**config.mk**
```make
export PLATFORM = sky130hd
export DESIGN_NAME = stroke_match_sched
export DESIGN_NICKNAME = d
export VERILOG_FILES = /design/src/rtl/stroke_pkg.sv /design/src/rtl/match_best_track.sv /design/src/rtl/stroke_match_sched.sv
export SDC_FILE = /design/constraint.sdc
export NUM_CORES = 1
export LEC_CHECK = 0
export CORE_AREA = 2 2 225 227
export CTS_CLUSTER_SIZE = 24
export DETAILED_ROUTE_END_ITERATION = 7
export DIE_AREA = 0 0 227 229
export PLACE_DENSITY_LB_ADDON = 0.3
export SLEW_MARGIN = 20
export SYNTH_ARGS = -nofsm -noshare
export SYNTH_HDL_FRONTEND = slang
export SYNTH_SLANG_ARGS = --single-unit
```
**constraint.sdc**
```tcl
create_clock -name i_clk -period 3.1 [get_ports i_clk]
set_input_delay 0.775 -clock i_clk [delete_from_list [all_inputs] [get_ports i_clk]]
set_output_delay 0.775 -clock i_clk [all_outputs]
set_load 0.05 [all_outputs]
```
**src/rtl/stroke_pkg.sv**
```systemverilog
// Shared widths, constants and state encoding for the stroke template matcher.
package stroke_pkg;

    localparam int STROKE_W    = 128;
    localparam int LEN_W       = 6;
    localparam int SCORE_W     = 8;
    localparam int N_TEMPL_DEF = 16;
    localparam int TIMEOUT_DEF = 4095;

    localparam logic [SCORE_W-1:0] SCORE_NONE = 8'hFF;

    typedef enum logic [2:0] {
        ST_IDLE   = 3'd0,
        ST_FETCH  = 3'd1,
        ST_LAUNCH = 3'd2,
        ST_WAIT   = 3'd3,
        ST_ACCUM  = 3'd4,
        ST_REPORT = 3'd5
    } state_e;

endpackage

```
**src/rtl/match_best_track.sv**
```systemverilog
// Running-minimum tracker: keeps the lowest score seen and the index that produced it.
module match_best_track
    import stroke_pkg::*;
#(
    parameter int IDX_W = 4
) (
    input  logic               i_clk,
    input  logic               i_rst_n,
    input  logic               i_clear,
    input  logic               i_update,
    input  logic [SCORE_W-1:0] i_score,
    input  logic [IDX_W-1:0]   i_idx,
    output logic [SCORE_W-1:0] o_best_score,
    output logic [IDX_W-1:0]   o_best_idx
);

    logic [SCORE_W-1:0] best_score_q, best_score_d;
    logic [IDX_W-1:0]   best_idx_q,   best_idx_d;

    // Strict less-than: on equal scores the earlier (lower) index is kept.
    always_comb begin
        best_score_d = best_score_q;
        best_idx_d   = best_idx_q;
        if (i_clear) begin
            best_score_d = SCORE_NONE;
            best_idx_d   = '0;
        end else if (i_update && (i_score < best_score_q)) begin
            best_score_d = i_score;
            best_idx_d   = i_idx;
        end
    end

    always_ff @(posedge i_clk or negedge i_rst_n) begin
        if (!i_rst_n) begin
            best_score_q <= SCORE_NONE;
            best_idx_q   <= '0;
        end else begin
            best_score_q <= best_score_d;
            best_idx_q   <= best_idx_d;
        end
    end

    assign o_best_score = best_score_q;
    assign o_best_idx   = best_idx_q;

endmodule

```
**src/rtl/stroke_match_sched.sv**
```systemverilog
// Scores one stroke against a template table by sequencing Compare once per template.
// Optional build macro STROKE_EARLY_EXIT_EN: a zero score ends the scan immediately.
module stroke_match_sched
    import stroke_pkg::*;
#(
    parameter int  N_TEMPL = N_TEMPL_DEF,
    parameter int  TIMEOUT = TIMEOUT_DEF,
    localparam int IDX_W   = $clog2(N_TEMPL)
) (
    input  logic                i_clk,
    input  logic                i_rst_n,
    input  logic                i_start,
    input  logic [STROKE_W-1:0] i_stroke,
    input  logic [LEN_W-1:0]    i_len,
    input  logic [IDX_W:0]      i_num_tpl,
    output logic [IDX_W-1:0]    o_tpl_idx,
    input  logic [STROKE_W-1:0] i_tpl_stroke,
    input  logic [LEN_W-1:0]    i_tpl_len,
    output logic                o_cmp_start_n,
    output logic [STROKE_W-1:0] o_cmp_stroke1,
    output logic [STROKE_W-1:0] o_cmp_stroke2,
    output logic [LEN_W-1:0]    o_cmp_len1,
    output logic [LEN_W-1:0]    o_cmp_len2,
    input  logic                i_cmp_done,
    input  logic [SCORE_W-1:0]  i_cmp_score,
    output logic                o_busy,
    output logic                o_valid,
    output logic [IDX_W-1:0]    o_best_idx,
    output logic [SCORE_W-1:0]  o_best_score,
    output logic                o_timeout,
    output logic [2:0]          o_state
);

    localparam int                 CNT_W   = $clog2(TIMEOUT + 1);
    localparam logic [IDX_W:0]     NUM_MAX = (IDX_W + 1)'(N_TEMPL);
    localparam logic [CNT_W-1:0]   CNT_TO  = CNT_W'(TIMEOUT);

    state_e              state_q, state_d;
    logic [STROKE_W-1:0] stroke_q, stroke_d;
    logic [LEN_W-1:0]    len_q, len_d;
    logic [IDX_W:0]      num_q, num_d;
    logic [IDX_W-1:0]    idx_q, idx_d;
    logic [CNT_W-1:0]    cnt_q, cnt_d;
    logic [SCORE_W-1:0]  score_q, score_d;
    logic                to_q, to_d;
    logic [STROKE_W-1:0] c_stroke1_q, c_stroke1_d, c_stroke2_q, c_stroke2_d;
    logic [LEN_W-1:0]    c_len1_q, c_len1_d, c_len2_q, c_len2_d;
    logic [SCORE_W-1:0]  res_score_q, res_score_d;
    logic [IDX_W-1:0]    res_idx_q, res_idx_d;
    logic                start_n;
    logic                trk_clear, trk_update;
    logic [SCORE_W-1:0]  trk_score;
    logic [IDX_W-1:0]    trk_idx;

    // Compare handshake: start_n is low for exactly the LAUNCH cycle; done is a level
    // that may still be high from the previous run, so it is only trusted from the
    // second WAIT cycle on, and i_cmp_score is taken in the cycle done is accepted.
    always_comb begin
        state_d     = state_q;
        stroke_d    = stroke_q;
        len_d       = len_q;
        num_d       = num_q;
        idx_d       = idx_q;
        cnt_d       = cnt_q;
        score_d     = score_q;
        to_d        = to_q;
        c_stroke1_d = c_stroke1_q;
        c_stroke2_d = c_stroke2_q;
        c_len1_d    = c_len1_q;
        c_len2_d    = c_len2_q;
        res_score_d = res_score_q;
        res_idx_d   = res_idx_q;
        start_n     = 1'b1;
        trk_clear   = 1'b0;
        trk_update  = 1'b0;
        case (state_q)
            ST_IDLE: begin
                if (i_start) begin
                    stroke_d  = i_stroke;
                    len_d     = i_len;
                    num_d     = (i_num_tpl > NUM_MAX) ? NUM_MAX : i_num_tpl;
                    idx_d     = '0;
                    to_d      = 1'b0;
                    trk_clear = 1'b1;
                    state_d   = (i_num_tpl == '0) ? ST_REPORT : ST_FETCH;
                end
            end
            ST_FETCH: state_d = ST_LAUNCH;
            ST_LAUNCH: begin
                if (i_tpl_len == '0) begin
                    score_d = SCORE_NONE;
                    state_d = ST_ACCUM;
                end else begin
                    c_stroke1_d = stroke_q;
                    c_len1_d    = len_q;
                    c_stroke2_d = i_tpl_stroke;
                    c_len2_d    = i_tpl_len;
                    start_n     = 1'b0;
                    cnt_d       = '0;
                    state_d     = ST_WAIT;
                end
            end
            ST_WAIT: begin
                if ((cnt_q != '0) && i_cmp_done) begin
                    score_d = i_cmp_score;
                    state_d = ST_ACCUM;
                end else if (cnt_q == CNT_TO) begin
                    to_d    = 1'b1;
                    score_d = SCORE_NONE;
                    state_d = ST_ACCUM;
                end else begin
                    cnt_d = cnt_q + 1'b1;
                end
            end
            ST_ACCUM: begin
                trk_update = 1'b1;
`ifdef STROKE_EARLY_EXIT_EN
                if (score_q == '0) begin
                    state_d = ST_REPORT;
                end else
`endif
                if ({1'b0, idx_q} == (num_q - 1'b1)) begin
                    state_d = ST_REPORT;
                end else begin
                    idx_d   = idx_q + 1'b1;
                    state_d = ST_FETCH;
                end
            end
            ST_REPORT: begin
                res_score_d = trk_score;
                res_idx_d   = trk_idx;
                state_d     = ST_IDLE;
            end
            default: state_d = ST_IDLE;
        endcase
    end

    always_ff @(posedge i_clk or negedge i_rst_n) begin
        if (!i_rst_n) begin
            state_q     <= ST_IDLE;
            stroke_q    <= '0;
            len_q       <= '0;
            num_q       <= '0;
            idx_q       <= '0;
            cnt_q       <= '0;
            score_q     <= SCORE_NONE;
            to_q        <= 1'b0;
            c_stroke1_q <= '0;
            c_stroke2_q <= '0;
            c_len1_q    <= '0;
            c_len2_q    <= '0;
            res_score_q <= SCORE_NONE;
            res_idx_q   <= '0;
        end else begin
            state_q     <= state_d;
            stroke_q    <= stroke_d;
            len_q       <= len_d;
            num_q       <= num_d;
            idx_q       <= idx_d;
            cnt_q       <= cnt_d;
            score_q     <= score_d;
            to_q        <= to_d;
            c_stroke1_q <= c_stroke1_d;
            c_stroke2_q <= c_stroke2_d;
            c_len1_q    <= c_len1_d;
            c_len2_q    <= c_len2_d;
            res_score_q <= res_score_d;
            res_idx_q   <= res_idx_d;
        end
    end

    match_best_track #(.IDX_W(IDX_W)) u_track (
        .i_clk        (i_clk),
        .i_rst_n      (i_rst_n),
        .i_clear      (trk_clear),
        .i_update     (trk_update),
        .i_score      (score_q),
        .i_idx        (idx_q),
        .o_best_score (trk_score),
        .o_best_idx   (trk_idx)
    );

    // The result is presented from the tracker during the o_valid cycle, then held.
    assign o_best_score  = (state_q == ST_REPORT) ? trk_score : res_score_q;
    assign o_best_idx    = (state_q == ST_REPORT) ? trk_idx : res_idx_q;
    assign o_valid       = (state_q == ST_REPORT);
    assign o_busy        = (state_q != ST_IDLE);
    assign o_tpl_idx     = idx_q;
    assign o_timeout     = to_q;
    assign o_cmp_start_n = start_n;
    assign o_cmp_stroke1 = c_stroke1_q;
    assign o_cmp_stroke2 = c_stroke2_q;
    assign o_cmp_len1    = c_len1_q;
    assign o_cmp_len2    = c_len2_q;
    assign o_state       = state_q;

endmodule

```
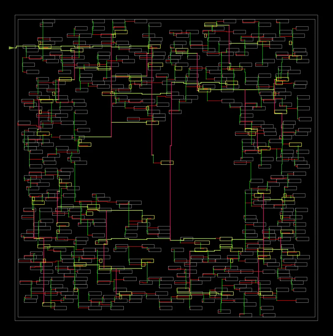
Fig. 1. Clock routing.
clock buffer count from CTS: 48
flip-flops: 459
Clock Sink Count: 459
power in the clock group: 5.77 mW
Skew-Pair Late Insertion Delay: 0.58 ns

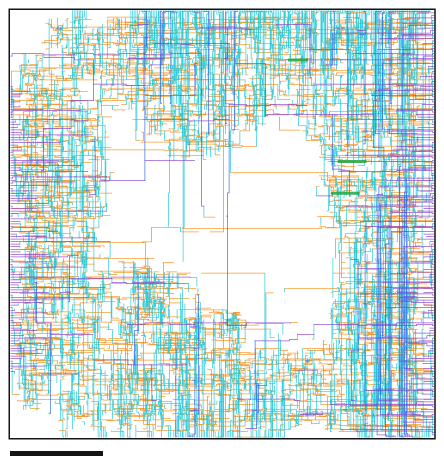
Fig. 2. Routed metal, one color a layer.
Bar = 50 µm.
[purple] metal 3 | wire length: 5400 µm
[cyan] metal 2 | wire length: 27.7 mm
[green] metal 5 | wire length: 36.8 µm
[blue] metal 4 | wire length: 3350 µm
[orange] metal 1 | wire length: 22.1 mm
Routed wire per std cell: 17.9 µm
count of vias placed by the detailed router: 15300
final routed wirelength across all metal layers: 58500 µm
all-layer global routing usage: 22.2%

==> datasheet_impl.txt <==
Physical design parameters

Parameter                              Value

Floorplanning
  Rows .................. 82
  Init Core Util .................. 36.0%
  Well tap count .................. 672
  Full die area .................. 52000 µm²

Final timing
  Final number of hold-violating endpoints .................. 0
  Number of endpoints failing setup at the final stage .................. 0
  Unrepaired setup endpoints after global routing .................. no

Run status
  Run status .................. complete, no violations

Synth
  Post-synth mux share .................. 1.01%
  Synthesized-area fraction occupied by ao, oa, aoi and oai cells .................. 1.99%
  YS warnings .................. 0
  Post-synthesis cell count from yosys .................. 1997
  Number of enable-type register cells in the synthesized netlist .................. 0
  Instance tally after logic synthesis .................. 1997
  XOR-XNOR Cells, Area Fraction .................. 0.343%

GRT
  Layer with the highest usage .................. met2

Worst setup path
  CP max stage delay .................. 0.83 ns
  Slowest stage cell, crit path .................. clkdlybuf4s50_1
  Worst path bufs/invs .................. 3
  Worst Reg2Reg Path Length in Cells .................. 7
  Worst Path Arrival .................. 2.26 ns
  Worst setup path endpoint .................. o_busy
  Reg2reg setup slack .................. 0.26 ns
  CP Data Required Time .................. 2.32 ns

Detailed routing
  DRT Pass-1 Iters .................. 5
  Met2 wire length .................. 27700 µm
  Count of routing violations after the opening detailed-route iteration .................. 859
  Detail-routed via count per cell .................. 4.66
  Number of routed nets with antenna violations .................. 0

Layout
  Ratio of cells with drive above 1 in the final layout .................. 6.92%
  Logic inverters .................. 20
  Relative area of non-clock buffer cells in the final design .................. 24.0%
  Most frequent standard cell in the layout excluding fill and tap cells .................. nand2_1
  Final #Nets .................. 2860
  Clock tree buffer count of the final layout .................. 63
  #MultiIn Comb .................. 1416

Worst hold path
  Worst hold-check path type .................. input pin to asynchronous set/reset pin

Placement
  Number of cells in the design after placement .................. 3186
  Weighted congestion at the end of routability-driven global placement .................. 0.901

CTS
  CTS H-tree lvls .................. 2
  Root buffer cell .................. clkbuf_16
  Count of buffers added by post-CTS timing repair for setup .................. 0

Power and ir drop
  Switching part of the total power .................. 46.9%
Power and IR drop assume default switching activity.
